Figure 1. Selected gate families.
Scale: 12 px per um.
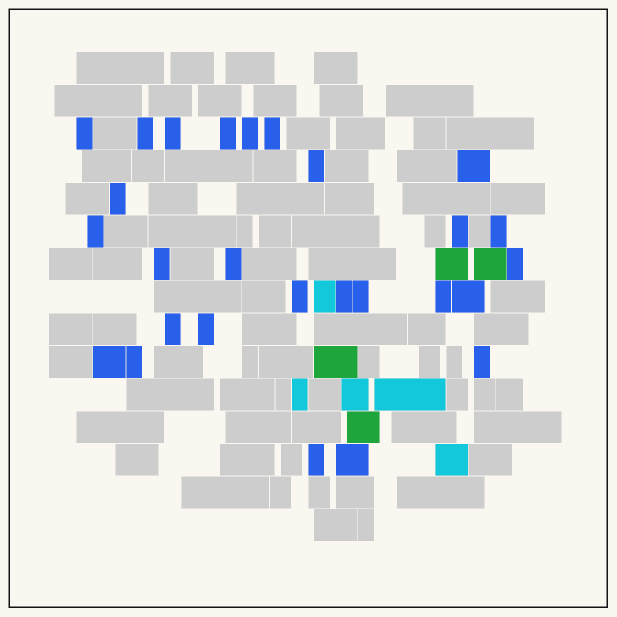
Figure 2. A small window of the routed layout.
Region (10, 0) to (40, 30) um. Cells in grey, sequential cells in the stronger grey; small squares are vias.
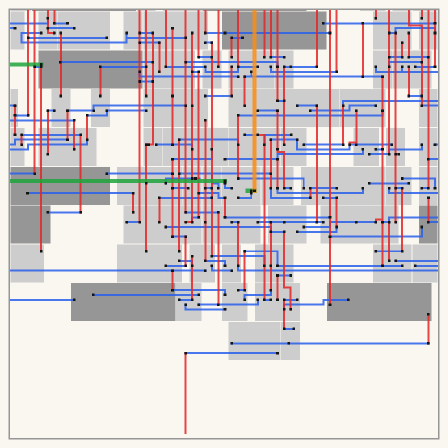
Figure 3. Wire density map.
Scale: 8 px per um. The die is cut into 10 by 10 equal tiles; white is low, dark blue is high, scaled to the fullest tile. Values are wire area over tile area, all layers added.
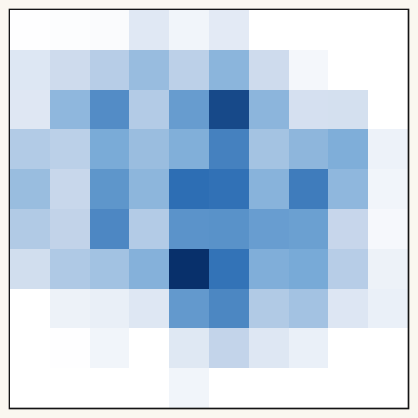
Figure 4. Routing congestion map.
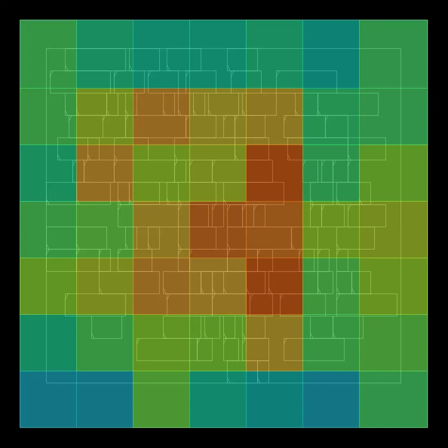
### src/rtl/uart_pkg.sv
// uart_pkg: shared UART state encoding and line-level constants
package uart_pkg;
    typedef enum logic [1:0] {IDLE, START, DATA, STOP} state_t;
    localparam int   DATA_BITS   = 8;
    localparam logic STOP_LEVEL  = 1'b1;
    localparam logic START_LEVEL = 1'b0;
    localparam logic IDLE_LEVEL  = 1'b1;
endpackage

### src/rtl/uart_baud_tick.sv
// uart_baud_tick: bit-period timer.
//   clk     in  clock
//   nrst    in  synchronous active-low reset
//   i_clear in  hold the count at zero (used while idle)
//   o_tick  out high on the last cycle of each bit period
module uart_baud_tick #(
    parameter int CLOCK_DIVIDER = 2
) (
    input  logic clk,
    input  logic nrst,
    input  logic i_clear,
    output logic o_tick
);
    localparam int W = (CLOCK_DIVIDER > 1) ? $clog2(CLOCK_DIVIDER) : 1;
    logic [W-1:0] r_cnt;
    assign o_tick = r_cnt == W'(CLOCK_DIVIDER - 1);
    always_ff @(posedge clk) begin
        if (!nrst || i_clear || o_tick) r_cnt <= '0;
        else                            r_cnt <= r_cnt + 1'b1;
    end
endmodule

### src/rtl/uart_transmitter.sv
// uart_transmitter: 8N1 serializer with start/txe handshake.
//   clk     in  clock
//   nrst    in  synchronous active-low reset
//   start   in  send request, accepted only while txe=1
//   data_in in  byte to send, sampled on the accept edge
//   tx      out registered serial line, idles high
//   txe     out registered ready flag, high only when idle
module uart_transmitter
    import uart_pkg::*;
#(
    parameter int CLOCK_DIVIDER = 2
) (
    input  logic       clk,
    input  logic       nrst,
    input  logic       start,
    input  logic [7:0] data_in,
    output logic       tx,
    output logic       txe
);
    state_t     r_state;
    logic [7:0] r_shift;
    logic [2:0] r_bit;
    logic       w_tick;
    logic       w_clear;
    // Holding the timer clear while idle makes the first start-bit cycle count zero.
    assign w_clear = r_state == IDLE;
    uart_baud_tick #(.CLOCK_DIVIDER(CLOCK_DIVIDER)) u_baud (
        .clk    (clk),
        .nrst   (nrst),
        .i_clear(w_clear),
        .o_tick (w_tick)
    );
    // The shift register is pre-shifted so tx always loads from bit 0.
    always_ff @(posedge clk) begin
        if (!nrst) begin
            r_state <= IDLE;
            tx      <= IDLE_LEVEL;
            txe     <= 1'b1;
            r_shift <= '0;
            r_bit   <= '0;
        end else begin
            case (r_state)
                IDLE: if (start) begin
                    r_shift <= data_in;
                    tx      <= START_LEVEL;
                    txe     <= 1'b0;
                    r_state <= START;
                end
                START: if (w_tick) begin
                    tx      <= r_shift[0];
                    r_shift <= r_shift >> 1;
                    r_bit   <= '0;
                    r_state <= DATA;
                end
                DATA: if (w_tick) begin
                    if (r_bit == 3'(DATA_BITS - 1)) begin
                        tx      <= STOP_LEVEL;
                        r_state <= STOP;
                    end else begin
                        tx      <= r_shift[0];
                        r_shift <= r_shift >> 1;
                        r_bit   <= r_bit + 3'd1;
                    end
                end
                STOP: if (w_tick) begin
                    tx      <= IDLE_LEVEL;
                    txe     <= 1'b1;
                    r_state <= IDLE;
                end
                default: r_state <= IDLE;
            endcase
        end
    end
endmodule

### config.mk
export PLATFORM = sky130hd
export DESIGN_NAME = uart_transmitter
export DESIGN_NICKNAME = d
export VERILOG_FILES = /design/src/rtl/uart_pkg.sv /design/src/rtl/uart_baud_tick.sv /design/src/rtl/uart_transmitter.sv
export SDC_FILE = /design/constraint.sdc
export NUM_CORES = 1
export LEC_CHECK = 0
export ABC_AREA = 0
export CORE_MARGIN = 3
export CORE_UTILIZATION = 50
export DETAILED_ROUTE_END_ITERATION = 10
export MAX_ROUTING_LAYER = met4
export PLACE_DENSITY = 0.82
export SYNTH_ARGS = -nofsm -noshare
export SYNTH_HDL_FRONTEND = slang
export SYNTH_SLANG_ARGS = --single-unit
export TNS_END_PERCENT = 20
### constraint.sdc
create_clock -name clk -period 2.3 [get_ports clk]
set_input_delay 0.23 -clock clk [delete_from_list [all_inputs] [get_ports clk]]
set_output_delay 0.23 -clock clk [all_outputs]
set_load 0.005 [all_outputs]
==> qor.txt <==
Outcome: completed
Most common logic cell in the routed design: nand2_1
Share of layout cells above drive strength 1: 0.175
Largest area contributor in the netlist: dfxtp_1
Final min period: 1.65 ns
Max FO, Critical Path: 8
Ys flop type: dfxtp_1
Setup_tns: 0 ns
Fin area: 0.00112 mm2
Number of cells in Yosys stat: 102
Number of cells on the critical path: 5
GP Congestion: 0.768
Post-synth EDFFs: 0
# diodes: 0
I/O pin total: 13
Worst path slowest cell: ha_1
HP Start: r_shift[6]
Synth Net Count: 121
Hold Path Sink: r_shift[6]
Remaining antenna violation count: 0
CP arrival: 1.88 ns
Crit path capture: r_shift[5]
Switching part of the total power: 0.375
Floorplan row count: 15
Root buf cell: clkbuf_4
Top cells excl fill/tap: nand2_1 (23), dfxtp_1 (16), clkdlybuf4s50_1 (12)
Reg clk slew, reported paths: 0.09 ns
CTS tree: done
Hold Path Stages: 2
Critical Path Max Stage Delay: 0.39 ns
Final slew viol count: 0
# resized after CTS: 0
Initial DRC Count: 2
Initial antenna violation count: 0
Max-slew headroom: 0.729
Mapped Area: 956 um2
Cell Type Count: 27
Post-DR vias/cell: 5.11
Count of endpoints failing setup in the final report: 0
Area added between synthesis and finish: 17.4%
Synth warnings: 0
Flops after synth: 16
Clk pwr share: 0.134
Log Warnings: 31
Worst path bufs/invs: 1
Critical path class: reg -> reg
Max VDD drop: 671 uV
Reg-to-reg endpoint: r_shift[5]
Max Clock Skew: 0.00198 ns
Register-to-Register Path Depth: 5
CP delay by family, top: adder cells
Drt drc: 0
Chip footprint: 0.00247 mm2
FMAX: 606 MHz
GRT overflow: 0
Post-synth top area share: 0.335
Core area: 0.00176 mm2
Max cap viols: 0
Clk sinks: 16
Finished Layout Cells: 139
Final hold slack: 0.467 ns
CTS Buffer Depth: 2
RSZ-0062 raised after global routing: no
Hpwl dp: 1310 um
Setup Buffers After CTS: 0
P_int: 0.872 mW
Worst path cell trace: inv_1 -> ha_1 -> nor2_2 -> o211ai_4 -> mux2i_1
Clk ins delay skew pair: 0.29 ns
Placed inst area: 0.00109 mm2
Hold_buf cts: 0
Largest net degree at the start of global routing: 13
Mapped Cells: 102
Reg2Reg Setup Slack: 0.65 ns
Number of port buffers: 12
Post-synth ARST share: 0
Nets: 134
Syn Area/Cell: 9.37 um2
Sequential-to-total area share from yosys stat: 0.335
Worst slew pin tran: 0.405 ns
Placed insts: 135
Reg-to-Reg Start: r_state[0]
Biggest regs: r_shift: 8 flops, r_bit: 3 flops, r_state: 2 flops
P per Cell Area: 1240 mW/mm2
CP startpoint: r_state[0]
Logic gate share of total power: 0.535
CTS H-tree lvls: 1
Max FFs per register: 8
Global-route wire length before repair: 3060 um
Critical path capture point type: flip-flop
Router iterations before antenna repair: 4
Leakage power: 0.457 nW
Top area cell types: dfxtp_1 (34%), ha_1 (10%), mux2i_1 (9.4%)
CP Launch Type: flip-flop
Die W: 49.7 um
Tcrit/Tclk final: 0.717
CTS buffer count: 3
Yosys stat area: 956 um2
Fin util: 0.636
Largest Register: r_shift
Die height: 49.7 um
Worst Path Required: 2.53 ns
Vias in the first global route: 690
About Figure 1:
Key: green = non-inverting ao/oa cells [cells 4]; blue = nand cells [cells 27]; cyan = nor cells [cells 5]

About Figure 2:
Key: green = M3; blue = M1; orange = M4; red = M2
Netlist names of flops here include `r_state` (2). Most frequent: nand2_1 (11), ha_1 (5), dfxtp_1 (5). Sequential cells in the window: 5. 54 logic cells have their middle in the window.

About Figure 3:
24% of the tiles are nearly empty. The fullest tile reaches 0.41. The densest ninth of the die: centre. 18% of the tiles are over half the peak. The emptiest ninth of the die: lower left.
WL final: 1720 um
wire per inst: 12.4 um

About Figure 4:
global-route met1 utilization: 0.186
met2 Resource Use GR: 0.278
GRT Util Overall: 0.171
busiest grt layer: met2
met3 Use GR: 0.0574

[power by group through the flow]
stage                     clock network (mW)  registers, mW  logic, mW
after floorplan                            0          0.432      0.653
after global placement                     0          0.462      0.733
after detailed placement                   0          0.466      0.755
after CTS                              0.196          0.462      0.756
after global routing                   0.203          0.479      0.827
final                                  0.186          0.462      0.747
[cell type report]
| type | count | area (um2) |
|---|---|---|
| clock buffer | 4 | 36.3 |
| fill | 173 | 642 |
| inverter | 5 | 18.8 |
| multi-input combinational | 76 | 588 |
| sequential | 16 | 320 |
| tap | 25 | 31.3 |
| timing repair buffer | 13 | 128 |
[metrics by stage]
step                      power (mW)  setup slack [ns]
final                           1.40             0.650
after detailed placement        1.22             0.664
after global routing            1.51             0.535
after global placement          1.20             0.739
after floorplan                 1.09             0.861
after CTS                       1.41             0.646
[layer usage]
| metal | track usage | part of all wire | up-vias |
|---|---|---|---|
| met2 | 0.278 | 0.49 | 10 |
| met3 | 0.0574 | 0.040 | 4 |
| met1 | 0.186 | 0.44 | 319 |
| met5 | - | 0 | - |
| met4 | 0.0829 | 0.026 | 0 |
| li1 | - | - | 377 |
[logic make-up after synthesis]
group                      share of synthesized area
AOI/OAI and AO/OA                              0.153
adders and majority gates                      0.105
buffers and inverters                         0.0497
DFF                                            0.335
muxes                                          0.177
and+or+nand+nor                                0.181
[synth_stat cells (2+ instances only)]
| library cell | instances |
|---|---|
| ha_1 | 8 |
| inv_1 | 5 |
| buf_2 | 2 |
| nand3b_1 | 4 |
| mux2i_1 | 9 |
| clkbuf_1 | 2 |
| a21oi_1 | 6 |
| mux2_2 | 7 |
| dfxtp_1 | 16 |
| o21ai_0 | 3 |
| nand2_1 | 23 |
| a21o_1 | 2 |
Power and IR drop assume default switching activity.
